==> src/rtl/hs32_mem_arbiter_if.sv <==
// Bus bundle for the HS32 memory arbiter: fetch and execute requester handshakes plus the shared memory port.
// The slave modport is the arbiter's view; the master modport is the requester/memory side.
interface hs32_mem_arbiter_if #(
  parameter int ADDR_W = 32,
  parameter int DATA_W = 32
);
  logic [ADDR_W-1:0] addrf;
  logic              reqf;
  logic              ackf;
  logic [DATA_W-1:0] dtrf;
  logic              flush;
  logic [ADDR_W-1:0] addre;
  logic [DATA_W-1:0] dtwe;
  logic              rwe;
  logic              reqe;
  logic              acke;
  logic [DATA_W-1:0] dtre;
  logic [ADDR_W-1:0] mem_addr;
  logic [DATA_W-1:0] mem_dtw;
  logic              mem_rw;
  logic              mem_valid;
  logic [DATA_W-1:0] mem_dtr;
  logic              mem_ready;

  modport slave (
    input  addrf, reqf, flush, addre, dtwe, rwe, reqe, mem_dtr, mem_ready,
    output ackf, dtrf, acke, dtre, mem_addr, mem_dtw, mem_rw, mem_valid
  );

  modport master (
    output addrf, reqf, flush, addre, dtwe, rwe, reqe, mem_dtr, mem_ready,
    input  ackf, dtrf, acke, dtre, mem_addr, mem_dtw, mem_rw, mem_valid
  );
endinterface

==> src/rtl/hs32_mem_arbiter.sv <==
// Serialises fetch (read-only) and execute (load/store) requests onto one registered memory port.
// Define HS32_ARB_RR_EN for round-robin on simultaneous requests; otherwise execute always wins.
//
// state | meaning
// IDLE  | arbitrating; no transfer outstanding
// BUSF  | fetch owns the bus, waiting for mem_ready
// BUSE  | execute owns the bus, waiting for mem_ready
// ACK   | one-cycle ack pulse to the owner
module hs32_mem_arbiter #(
  parameter int ADDR_W = 32,
  parameter int DATA_W = 32
) (
  input  logic              clk,
  input  logic              reset,
  hs32_mem_arbiter_if.slave bus
);

  typedef enum logic [1:0] {IDLE, BUSF, BUSE, ACK} state_t;

  state_t            state_q, state_d;
  logic              owner_e_q, owner_e_d;
  logic              drop_q, drop_d;
  logic [ADDR_W-1:0] mem_addr_q, mem_addr_d;
  logic [DATA_W-1:0] mem_dtw_q, mem_dtw_d;
  logic              mem_rw_q, mem_rw_d;
  logic              mem_valid_q, mem_valid_d;
  logic [DATA_W-1:0] dtrf_q, dtrf_d;
  logic [DATA_W-1:0] dtre_q, dtre_d;

  logic fetch_ok;
  logic grant_e;
  logic grant_f;

  assign fetch_ok = bus.reqf & ~bus.flush;

`ifdef HS32_ARB_RR_EN
  // last_e_q = 1 when execute owned the previous transfer; on a tie the other side wins
  logic last_e_q, last_e_d;

  assign grant_e  = bus.reqe & (~fetch_ok | ~last_e_q);
  assign last_e_d = ((state_q == IDLE) && (grant_e || grant_f)) ? grant_e : last_e_q;

  always_ff @(posedge clk) begin
    if (reset) last_e_q <= 1'b0;
    else       last_e_q <= last_e_d;
  end
`else
  assign grant_e = bus.reqe;
`endif

  assign grant_f = fetch_ok & ~grant_e;

  always_comb begin
    state_d     = state_q;
    owner_e_d   = owner_e_q;
    drop_d      = drop_q;
    mem_addr_d  = mem_addr_q;
    mem_dtw_d   = mem_dtw_q;
    mem_rw_d    = mem_rw_q;
    mem_valid_d = mem_valid_q;
    dtrf_d      = dtrf_q;
    dtre_d      = dtre_q;
    case (state_q)
      IDLE: begin
        drop_d = 1'b0;
        if (grant_e) begin
          state_d     = BUSE;
          owner_e_d   = 1'b1;
          mem_addr_d  = bus.addre;
          mem_dtw_d   = bus.dtwe;
          mem_rw_d    = bus.rwe;
          mem_valid_d = 1'b1;
        end else if (grant_f) begin
          state_d     = BUSF;
          owner_e_d   = 1'b0;
          mem_addr_d  = bus.addrf;
          mem_dtw_d   = '0;
          mem_rw_d    = 1'b0;
          mem_valid_d = 1'b1;
        end
      end
      BUSF, BUSE: begin
        // the bus cannot be aborted, so a flush only marks the fetch result as dead
        if (state_q == BUSF && bus.flush) drop_d = 1'b1;
        if (bus.mem_ready) begin
          mem_valid_d = 1'b0;
          state_d     = ACK;
          if (!owner_e_q)     dtrf_d = bus.mem_dtr;
          else if (!mem_rw_q) dtre_d = bus.mem_dtr;
        end
      end
      ACK: begin
        state_d = IDLE;
        drop_d  = 1'b0;
      end
      default: state_d = IDLE;
    endcase
  end

  always_ff @(posedge clk) begin
    if (reset) begin
      state_q     <= IDLE;
      owner_e_q   <= 1'b0;
      drop_q      <= 1'b0;
      mem_addr_q  <= '0;
      mem_dtw_q   <= '0;
      mem_rw_q    <= 1'b0;
      mem_valid_q <= 1'b0;
      dtrf_q      <= '0;
      dtre_q      <= '0;
    end else begin
      state_q     <= state_d;
      owner_e_q   <= owner_e_d;
      drop_q      <= drop_d;
      mem_addr_q  <= mem_addr_d;
      mem_dtw_q   <= mem_dtw_d;
      mem_rw_q    <= mem_rw_d;
      mem_valid_q <= mem_valid_d;
      dtrf_q      <= dtrf_d;
      dtre_q      <= dtre_d;
    end
  end

  assign bus.ackf      = (state_q == ACK) & ~owner_e_q & ~drop_q;
  assign bus.acke      = (state_q == ACK) & owner_e_q;
  assign bus.dtrf      = dtrf_q;
  assign bus.dtre      = dtre_q;
  assign bus.mem_addr  = mem_addr_q;
  assign bus.mem_dtw   = mem_dtw_q;
  assign bus.mem_rw    = mem_rw_q;
  assign bus.mem_valid = mem_valid_q;

endmodule
==> src/flat_wrapper.sv <==
// flat-port wrapper written by rule: the top's interface ports become plain ports
module hs32_mem_arbiter_flat 
#(
  parameter int ADDR_W = 32,
  parameter int DATA_W = 32
)
  (clk, reset, bus_addrf, bus_reqf, bus_flush, bus_addre, bus_dtwe, bus_rwe, bus_reqe, bus_mem_dtr, bus_mem_ready, bus_ackf, bus_dtrf, bus_acke, bus_dtre, bus_mem_addr, bus_mem_dtw, bus_mem_rw, bus_mem_valid);
  hs32_mem_arbiter_if #(.ADDR_W(ADDR_W), .DATA_W(DATA_W)) bus_i ();
  input  logic clk;
  input  logic reset;
  input wire logic [$bits(bus_i.addrf)-1:0] bus_addrf;
  input wire logic [$bits(bus_i.reqf)-1:0] bus_reqf;
  input wire logic [$bits(bus_i.flush)-1:0] bus_flush;
  input wire logic [$bits(bus_i.addre)-1:0] bus_addre;
  input wire logic [$bits(bus_i.dtwe)-1:0] bus_dtwe;
  input wire logic [$bits(bus_i.rwe)-1:0] bus_rwe;
  input wire logic [$bits(bus_i.reqe)-1:0] bus_reqe;
  input wire logic [$bits(bus_i.mem_dtr)-1:0] bus_mem_dtr;
  input wire logic [$bits(bus_i.mem_ready)-1:0] bus_mem_ready;
  output wire logic [$bits(bus_i.ackf)-1:0] bus_ackf;
  output wire logic [$bits(bus_i.dtrf)-1:0] bus_dtrf;
  output wire logic [$bits(bus_i.acke)-1:0] bus_acke;
  output wire logic [$bits(bus_i.dtre)-1:0] bus_dtre;
  output wire logic [$bits(bus_i.mem_addr)-1:0] bus_mem_addr;
  output wire logic [$bits(bus_i.mem_dtw)-1:0] bus_mem_dtw;
  output wire logic [$bits(bus_i.mem_rw)-1:0] bus_mem_rw;
  output wire logic [$bits(bus_i.mem_valid)-1:0] bus_mem_valid;
  assign bus_i.addrf = bus_addrf;
  assign bus_i.reqf = bus_reqf;
  assign bus_i.flush = bus_flush;
  assign bus_i.addre = bus_addre;
  assign bus_i.dtwe = bus_dtwe;
  assign bus_i.rwe = bus_rwe;
  assign bus_i.reqe = bus_reqe;
  assign bus_i.mem_dtr = bus_mem_dtr;
  assign bus_i.mem_ready = bus_mem_ready;
  assign bus_ackf = bus_i.ackf;
  assign bus_dtrf = bus_i.dtrf;
  assign bus_acke = bus_i.acke;
  assign bus_dtre = bus_i.dtre;
  assign bus_mem_addr = bus_i.mem_addr;
  assign bus_mem_dtw = bus_i.mem_dtw;
  assign bus_mem_rw = bus_i.mem_rw;
  assign bus_mem_valid = bus_i.mem_valid;
  hs32_mem_arbiter #(.ADDR_W(ADDR_W), .DATA_W(DATA_W)) u_core (.clk(clk), .reset(reset), .bus(bus_i));
endmodule
==> config.mk <==
export PLATFORM = sky130hd
export DESIGN_NAME = hs32_mem_arbiter_flat
export DESIGN_NICKNAME = d
export VERILOG_FILES = /design/src/rtl/hs32_mem_arbiter_if.sv /design/src/rtl/hs32_mem_arbiter.sv /design/src/flat_wrapper.sv
export SDC_FILE = /design/constraint.sdc
export NUM_CORES = 1
export LEC_CHECK = 0
export ABC_AREA = 1
export CELL_PAD_IN_SITES_DETAIL_PLACEMENT = 1
export CELL_PAD_IN_SITES_GLOBAL_PLACEMENT = 2
export CORE_UTILIZATION = 33
export CTS_BUF_LIST = sky130_fd_sc_hd__clkbuf_8
export CTS_CLUSTER_DIAMETER = 120
export DETAILED_ROUTE_END_ITERATION = 16
export DONT_BUFFER_PORTS = 1
export GPL_ROUTABILITY_DRIVEN = 0
export GPL_TIMING_DRIVEN = 1
export PLACE_DENSITY_LB_ADDON = 0.1
export SLEW_MARGIN = 15
export SYNTH_ARGS = -nofsm -noshare
export SYNTH_HDL_FRONTEND = slang
export SYNTH_SLANG_ARGS = --single-unit
==> constraint.sdc <==
create_clock -name clk -period 1.8 [get_ports clk]
set_input_delay 0.54 -clock clk [delete_from_list [all_inputs] [get_ports clk]]
set_output_delay 0.54 -clock clk [all_outputs]
set_load 0.01 [all_outputs]
==> flow_summary_export.csv, run 1 <==
group,metric,value,unit
worst_setup_path,regToRegSetupSlack,40,ps
clocking,cts_htree_levels,4,
die,num_rows,46,
pwr,power.leakage,2.836,nW
timing,slew_headroom,74.67,%
routing,wl_per_cell,16.07,microns
logic_synthesis,yosysSeqAreaShare,49.56,%
global_routing,grt_use_met3,8.528,%
timing,period_used_share,97.59,%
layout,drive_above_1_share,8.259,%
global_routing,gr-total-overflow,0,
worst_setup_path,worstReg2RegEnd,"u_core.bus.dtre[17]",
routing,vias_per_cell,4.720,
layout,buf_share,3.688,%
routing,dr_wl_met3,1614,microns
logic_synthesis,syn_nets,923,
worst_setup_path,ff2ff_path_depth,8,
logic_synthesis,xor_area_share,0,%
timing,hold_viol_final,0,
layout,n_antenna_cell,0,
timing,finalSetupViolCount,0,
global_routing,grt_pass1_wl,23740,microns
logic_synthesis,ys_area,5413,sq um
worst_setup_path,required,2170,ps
layout,comb_area,2344,sq um
pwr,ir_drop,490.3,uV
worst_setup_path,crit_end,"u_core.bus.dtre[17]",
timing,holdWs,157.4,ps
worst_setup_path,cp.depth,8,
logic_synthesis,ys_top_logic_family,"simple AND/OR/NAND/NOR gates",
die,die_y,130.1,microns
worst_setup_path,reg2reg_from,"u_core.state_q[0]",
layout,area_growth,12.83,%
layout,clkCellAreaFrac,6.515,%
routing,detail-route-antenna-nets,0,
die,dieWidth,130.1,microns
routing,drc,0,
layout,n_all_inverters,48,
routing,route.vias.total,4734,
outcome,status,"complete, no violations",
timing,slew_violations,0,
layout,flops,134,
clocking,cts_tree,"built",
placement,dp_slack,44.48,ps
global_routing,use_met1,19.03,%
layout,lay_top_count,"nand2_1",
worst_setup_path,cp-end-kind,"register",
logic_synthesis,synth_flops,134,
layout,final_cells,1003,
clocking,cts_num_sinks,134,
routing,wl,16120,microns
hold_path,hp-class,"in -> reg",
clocking,clockBufferDepth,2,
worst_setup_path,crit_family,"simple AND/OR/NAND/NOR gates",
die,ioPinCount,267,
clocking,clk_latency,440,ps
die,chipArea,16920,sq um
logic_synthesis,synthAoiAreaFrac,10.01,%
logic_synthesis,syn_inst,782,
routing,met1_length,6215,microns
worst_setup_path,critPathLaunchType,"register",
routing,drt-initial-drc-count,113,
logic_synthesis,ys_sh_mux,0,%
timing,finalSetupTns,0,ps
timing,max_freq,569.3,MHz
logic_synthesis,synth_area,5413,sq um
routing,wl_met2,8046,microns
layout,fin_area,6107,sq um
worst_setup_path,critPathMaxStageDelay,360,ps
clocking,cts_resized,9,
run 1: power by group:
group          internal (W)  switching (W)  total [W]
Clock               0.00128        0.00124    0.00252
Sequential          0.00354       0.000685    0.00422
Combinational      0.000683        0.00121    0.00189
Total               0.00550        0.00313    0.00863
run 1: sequential cells by signal, summed over array words and instances (netlist names):
register and count:
u_core.bus.mem_dtw 32, u_core.state_q 2, u_core.bus.mem_rw 1, u_core.drop_q 1, u_core.owner_e_q 1, u_core.bus.dtre 32
u_core.bus.mem_addr 32, u_core.bus.mem_valid 1, u_core.bus.dtrf 32
run 1: synth_stat cells:
cell | n | area share (%)
nand4_1 | 1 | 0.12
a21oi_1 | 37 | 3.4
dfxtp_1 | 134 | 50
o21ai_0 | 63 | 5.8
clkbuf_1 | 18 | 1.2
nand2_1 | 239 | 17
o21ai_4 | 1 | 0.30
clkinv_1 | 2 | 0.14
ha_1 | 6 | 1.4
inv_2 | 2 | 0.14
or2_2 | 1 | 0.12
buf_2 | 21 | 1.9
nand3_1 | 4 | 0.37
buf_6 | 5 | 1.0
o21ai_1 | 5 | 0.46
nor3_4 | 1 | 0.30
buf_4 | 2 | 0.28
inv_1 | 44 | 3.1
nor2_4 | 1 | 0.21
nor2_1 | 195 | 14
run 1: how the worst min path moves through the flow:
stage,from,to,slack (ps),cells after the start
after global routing,reset,u_core.bus.mem_dtw[21],110,1
after floorplan,u_core.bus.mem_dtw[23],u_core.bus.mem_dtw[23],480,2
after global placement,u_core.bus.mem_dtw[31],u_core.bus.mem_dtw[31],490,2
after CTS,reset,u_core.bus.mem_dtw[24],130,1
after detailed placement,u_core.bus.mem_dtw[14],u_core.bus.mem_dtw[14],500,2
final,reset,u_core.bus.mem_dtw[29],160,1
**Run 1: cell classes on the final placement**

Bar = 50 microns. Fill, decap, tap and diode cells in gray.
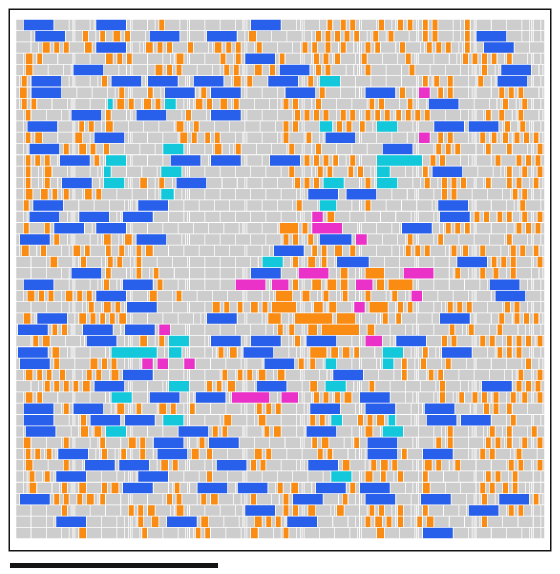
flip-flops -> blue  # cells 134, share of their area 46%
all other logic -> orange  # cells 602, share of their area 43%
clock drivers and dummy loads -> cyan  # cells 32, share of their area 6.8%
other buffers and delay cells -> magenta  # cells 19, share of their area 3.9%
Seq/total area: 43.97%
end-of-flow core utilization: 38.31%

**Run 1: register map, names as in the netlist**

Bar = 50 microns. Other sequential cells in the stronger gray, the rest of the logic in the fainter gray.
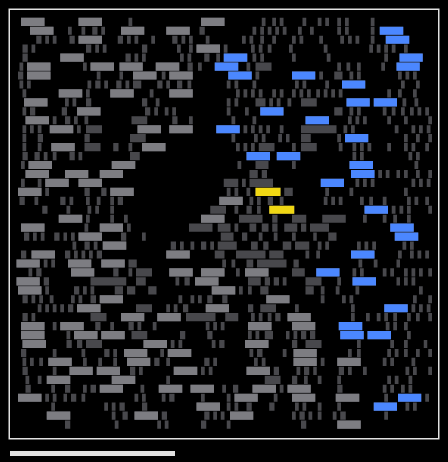
u_core.state_q -> yellow  # flops 2
u_core.bus.mem_addr -> blue  # flops 32
not colored = 100

**Run 1: local utilization**

13 x 13 tiles, from black (low) to pale yellow (high), 0 to 100% covered.
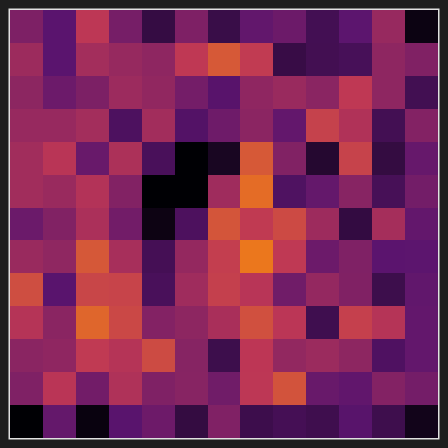
fullest tile = 69%
nearly empty tiles = 2.4%
mean over tiles = 35%
Pre-Place Util: 33.95%
core footprint: 15940 sq um

**Run 1: congestion heat map**

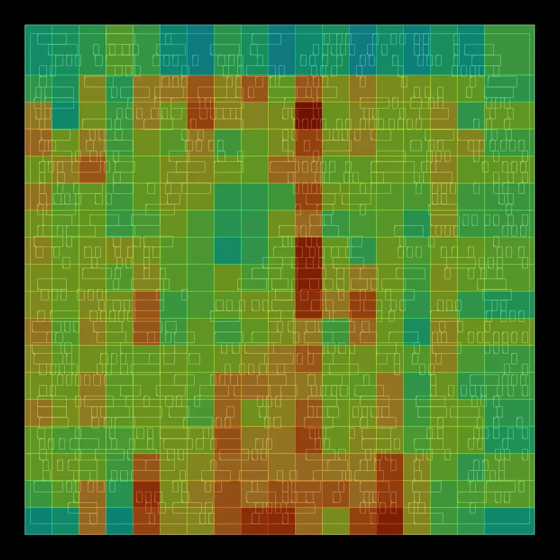
GR Layer Usage met2: 32.23%
gr busiest metal: met2

==> inputs of run 2 (changes only) <==
- CTS_CLUSTER_SIZE: default -> 30
**Run 2: cell classes on the final placement**

Bar = 50 microns. Fill, decap, tap and diode cells in gray.
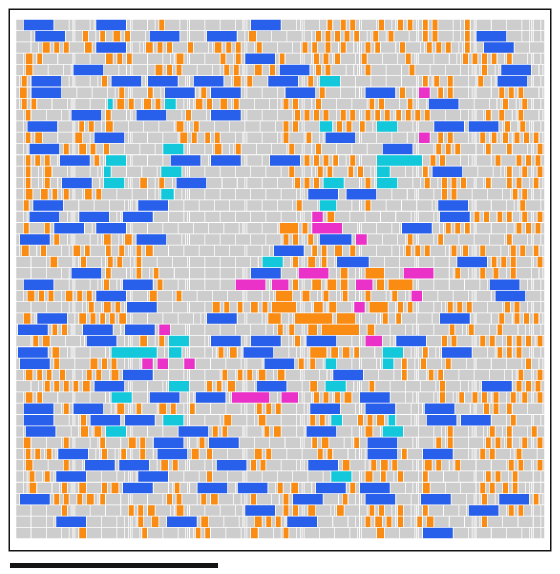
Final Cell Area: 6107 sq um
Std-Cell Rows: 46

**Run 2: congestion heat map**

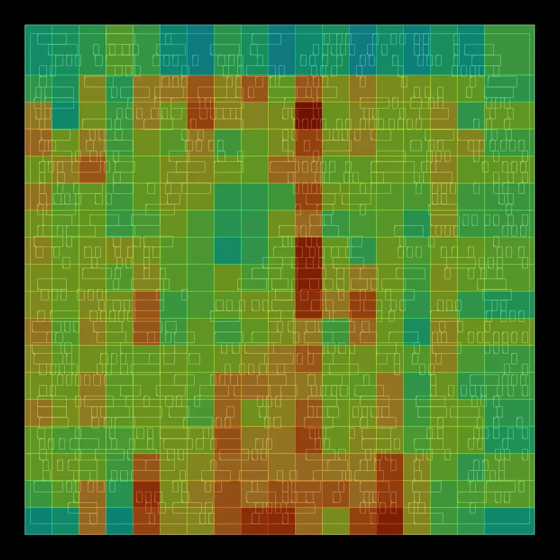
met1 global-route usage: 19.03%
met3 Track Usage GR: 8.528%
WL/cell: 16.07 microns

==> flow_summary_export.csv, run 2 <==
group,metric,value,unit
layout,n_antenna_cell,0,
logic_synthesis,synth.distinct_cells,20,
pwr,p_int,0.005500,W
logic_synthesis,synth_area,5413,sq um
pwr,clkPwrFrac,29.2,%
routing,drt-initial-drc-count,113,
pwr,power.leakage,2.836,nW
die,ioPinCount,267,
logic_synthesis,edf_count,0,
clocking,cts_num_sinks,134,
routing,drc,0,
outcome,status,"complete, no violations",
routing,detail-route-antenna-nets,0,
clocking,cts_htree_levels,4,
pwr,combPwrFrac,21.9,%
logic_synthesis,top_area_share,49.56,%
pwr,p_comb,0.00189,W
clocking,cts_tree,"built",
timing,slew_violations,0,
logic_synthesis,ys_area,5413,sq um
global_routing,busiest_layer,"met2",
pwr,p_sw_share,36.28,%
worst_setup_path,crit_family,"simple AND/OR/NAND/NOR gates",
clocking,clockBufferDepth,2,
global_routing,grt_pass1_vias,4679,
pwr,top_power_group,"sequential cells",
logic_synthesis,yosysSeqAreaShare,49.56,%
logic_synthesis,syn_nets,923,
worst_setup_path,worstReg2RegEnd,"u_core.bus.dtre[17]",
die,die_y,130.1,microns
routing,vias_per_cell,4.720,
global_routing,antenna_found_initial,0,
worst_setup_path,required,2170,ps
worst_setup_path,cp.depth,8,
timing,hold_viol_final,0,
worst_setup_path,cp-end-kind,"register",
layout,area_growth,12.83,%
worst_setup_path,crit_end,"u_core.bus.dtre[17]",
pwr,power_switching,0.003131,W
worst_setup_path,critPathLaunchType,"register",
worst_setup_path,regToRegSetupSlack,40,ps
routing,route.vias.total,4734,
global_routing,grt_pass1_wl,23740,microns
layout,drive_above_1_share,8.259,%
logic_synthesis,async_flop_share,0,%
pwr,ir_drop,490.3,uV
pwr,p_seq,0.00422,W
worst_setup_path,critPathMaxStageDelay,360,ps
logic_synthesis,syn_inst,782,
global_routing,gr-total-overflow,0,
global_routing,grt_use_met2,32.23,%
logic_synthesis,synthFlopType,"dfxtp_1",
logic_synthesis,yosysMostFrequentCell,"nand2_1",
timing,slew_headroom,74.67,%
pwr,p_seq_share,48.9,%
die,chipArea,16920,sq um
die,dieWidth,130.1,microns
layout,post-route-util,38.31,%
clocking,clk_latency,440,ps
clocking,cts_resized,9,
timing,max_freq,569.3,MHz
**Run 2: local utilization**

13 x 13 tiles, from black (low) to pale yellow (high), 0 to 100% covered.
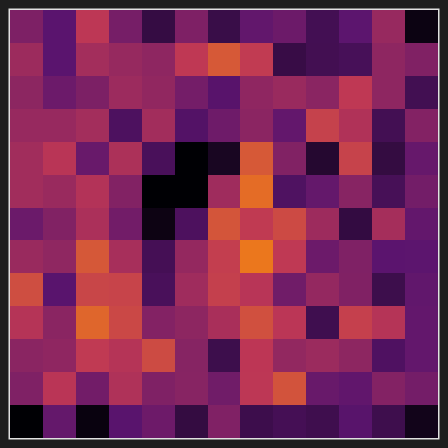
mean over tiles = 35%
nearly empty tiles = 2.4%
fullest tile = 69%

[run 2: cell counts after synthesis]
No cell type changed its count.
[run 2: layer usage]
| metal | wire length (microns) | part of all wire (%) | up-vias |
|---|---|---|---|
| met1 | 6215 | 39 | 2188 |
| li1 | - | - | 2373 |
| met3 | 1614 | 10 | 17 |
| met5 | 0 | 0 | - |
| met2 | 8046 | 50 | 156 |
| met4 | 241 | 1.5 | 0 |
[run 2: layout make-up]
type / count / area [sq um]
Clock buffer: 18 / 247.7
Sequential cell: 134 / 2685
Tap cell: 216 / 270.3
Multi-Input combinational cell: 554 / 2344
Fill cell: 2062 / 9836
Clock inverter: 14 / 150.1
Timing Repair Buffer: 19 / 225.2
Inverter: 48 / 185.2
[run 2: worst min-delay path by stage]
stage,end,slack (ps),startpoint
2_1_floorplan,u_core.bus.mem_dtw[23],480,u_core.bus.mem_dtw[23]
3_3_place_gp,u_core.bus.mem_dtw[31],490,u_core.bus.mem_dtw[31]
3_5_place_dp,u_core.bus.mem_dtw[14],500,u_core.bus.mem_dtw[14]
4_1_cts,u_core.bus.mem_dtw[24],130,reset
5_1_grt,u_core.bus.mem_dtw[21],110,reset
6_report,u_core.bus.mem_dtw[29],160,reset
[run 2: cells by family after synthesis]
| family | synth area share, % |
|---|---|
| AND/OR/NAND/NOR | 31.21 |
| flip-flops | 49.56 |
| AND-OR/OR-AND | 10.01 |
| buffers and inverters | 7.836 |
| adder cells (fa/ha/maj) | 1.387 |
[run 2: metrics by stage]
stage          TNS (ps)  hold WS, ps  worst slack (ps)
2_1_floorplan         0        483.9             211.5
3_3_place_gp          0        493.6             129.8
3_5_place_dp          0        498.3             44.48
4_1_cts               0        126.2             4.298
5_1_grt          -511.7        112.4            -43.13
6_report              0        157.4             43.45
==> inputs of run 3 (changes only) <==
- CORE_MARGIN: default -> 5
**Run 3: congestion heat map**

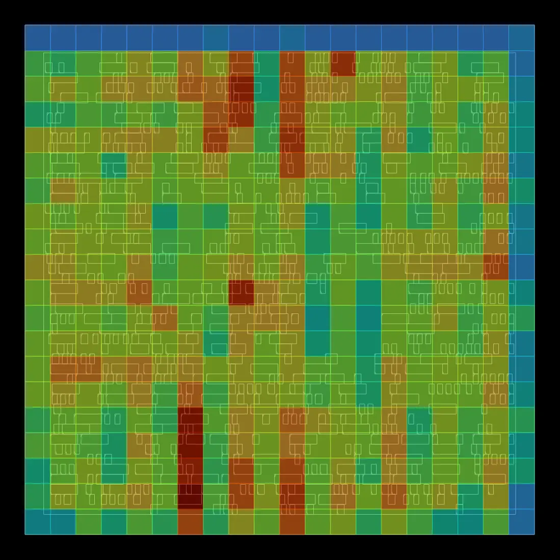
GR Layer Usage met2: 29.65%
end-of-flow core utilization: 38.04%
met1 global-route usage: 18.07%
met3 Track Usage GR: 9.517%

**Run 3: cell classes on the final placement**

Bar = 50 microns. Fill, decap, tap and diode cells in gray.
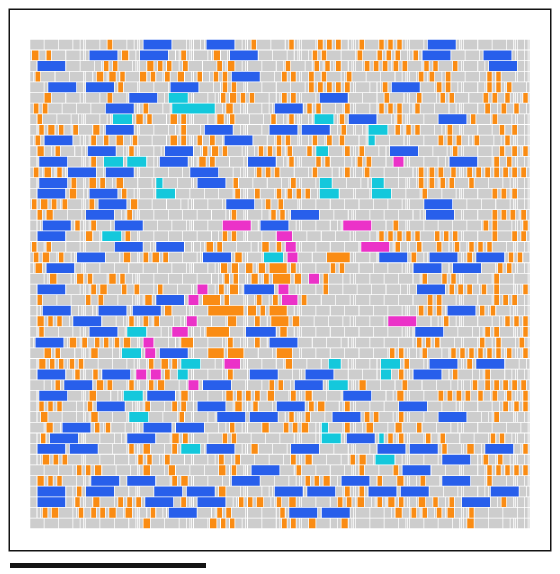
Final Cell Area: 6087 sq um
core footprint: 16000 sq um
Seq/total area: 44.11%

**Run 3: local utilization**

14 x 14 tiles, from black (low) to pale yellow (high), 0 to 100% covered.
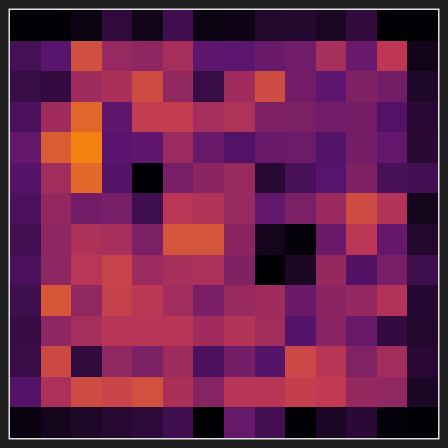
emptiest ninth of the die = upper right
mean over tiles = 31%
nearly empty tiles = 5.6%

==> flow_summary_export.csv, run 3 <==
group,metric,value,unit
global_routing,grt_pass1_wl,26990,microns
worst_setup_path,reg2reg_from,"u_core.state_q[0]",
logic_synthesis,top_area_share,49.56,%
layout,drive_above_1_share,8.365,%
logic_synthesis,synthAoiAreaFrac,10.01,%
routing,wl,16980,microns
die,dieWidth,138.1,microns
logic_synthesis,ys_sh_mux,0,%
die,chipArea,19060,sq um
hold_path,hold_start,"reset",
logic_synthesis,syn_nets,923,
die,fp_util,33.83,%
hold_path,hp-class,"in -> reg",
routing,drt-initial-drc-count,171,
timing,slew_headroom,78.76,%
logic_synthesis,area_leaders,"dfxtp_1 (50%), nand2_1 (17%), nor2_1 (14%)",
routing,drc,0,
global_routing,gr-total-overflow,0,
outcome,status,"complete, no violations",
global_routing,antenna_found_initial,0,
logic_synthesis,syn_inst,782,
timing,period_used_share,96.68,%
routing,wl_per_cell,16.90,microns
layout,area_growth,12.46,%
worst_setup_path,critPathMaxStageDelay,340,ps
worst_setup_path,critPathLaunchType,"register",
logic_synthesis,synth_flops,134,
timing,max_freq,574.6,MHz
logic_synthesis,simple_gate_share,31.21,%
layout,seqCellArea,2685,sq um
timing,finalSetupTns,0,ps
logic_synthesis,xor_area_share,0,%
routing,vias_per_cell,4.741,
routing,route.vias.total,4765,
routing,detail-route-antenna-nets,0,
layout,final_cells,1005,
logic_synthesis,edf_count,0,
clocking,clockBufferDepth,2,
die,die_y,138.1,microns
logic_synthesis,ys_area,5413,sq um
logic_synthesis,synth.distinct_cells,20,
layout,n_antenna_cell,0,
pwr,ir_drop,519.4,uV
clocking,clk_latency,440,ps
logic_synthesis,common_cells,"nand2_1 (239), nor2_1 (195), dfxtp_1 (134)",
logic_synthesis,ys_sh_adder,1.387,%
worst_setup_path,required,1260,ps
timing,hold_viol_final,0,
global_routing,grt_pass1_vias,5091,
timing,finalSetupViolCount,0,
layout,fillers,2082,
timing,slew_violations,0,
pwr,power.leakage,2.851,nW
## run 3: cell counts after synthesis
Identical to the previous run, type by type.
## run 3: repair_timing
action	CTS	global route
gates resized	11	7
buffers inserted	3	2
cloned	0	1
pin swaps	3	2
hold buffers	0	0
setup endpoints to repair	2	34
## run 3: routing by layer
layer / vias up / share of wire, % / GRT usage (%)
met3: 18 / 11 / 9.517
met5: - / 0 / 0
met1: 2200 / 38 / 18.07
met2: 171 / 49 / 29.65
li1: 2376 / - / -
met4: 0 / 1.4 / 5.408
## run 3: area by class of cell
class                      instances  area share [%]
multi-input combinational        554           38.38
clock buffer                      21           4.748
clock inverter                    11           1.624
sequential                       134           44.11
timing repair buffer              21           3.659
tap                              216           4.440
inverter                          48           3.042
## run 3: power breakdown
| part | switching (W) | internal [W] | leakage [nW] | total, W |
|---|---|---|---|---|
| clock | 0.00121 | 0.00124 | 0.199 | 0.00245 |
| sequential | 0.000689 | 0.00354 | 1.10 | 0.00423 |
| combinational | 0.00119 | 0.000677 | 1.55 | 0.00187 |
| total | 0.00309 | 0.00545 | 2.85 | 0.00854 |
## run 3: stage by stage
step	total power [W]	setup slack, ps
2_1_floorplan	0.005539	211.5
3_3_place_gp	0.006025	126.2
3_5_place_dp	0.006132	18.73
4_1_cts	0.008675	0.8625
5_1_grt	0.009153	-8.628
6_report	0.008540	59.78
## run 3: worst register-to-register path, stage by stage, from the launching register on
cell and delay [ps]:
dfxtp_2 340, inv_1 70, ha_1 360, nand2_2 110, nor3_4 190, buf_4 160
clkbuf_4 180, o21ai_0 90, nor2_1 90
## run 3: worst paths after layout
check,to,slack [ps],depth (start not counted)
setup reg to reg,u_core.bus.dtre[7],150,8
hold / removal,u_core.bus.mem_dtw[0],160,1
setup / recovery,bus_ackf,60,4
hold reg to reg,u_core.bus.mem_dtw[29],510,2

==> screenshots <==
Signal wires by layer.
Bar = 50 microns. Two of the layers only.
Plate I
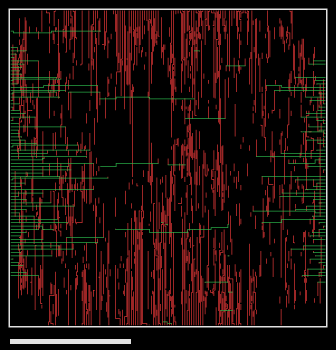
Plate II
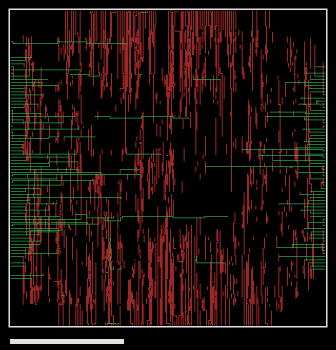
run 3: Plate II
run 2: Plate I

Key to Plate II:
met3 -> green  # wire length 1940 microns
met2 -> red  # wire length 8290 microns

Power and IR drop assume default switching activity.
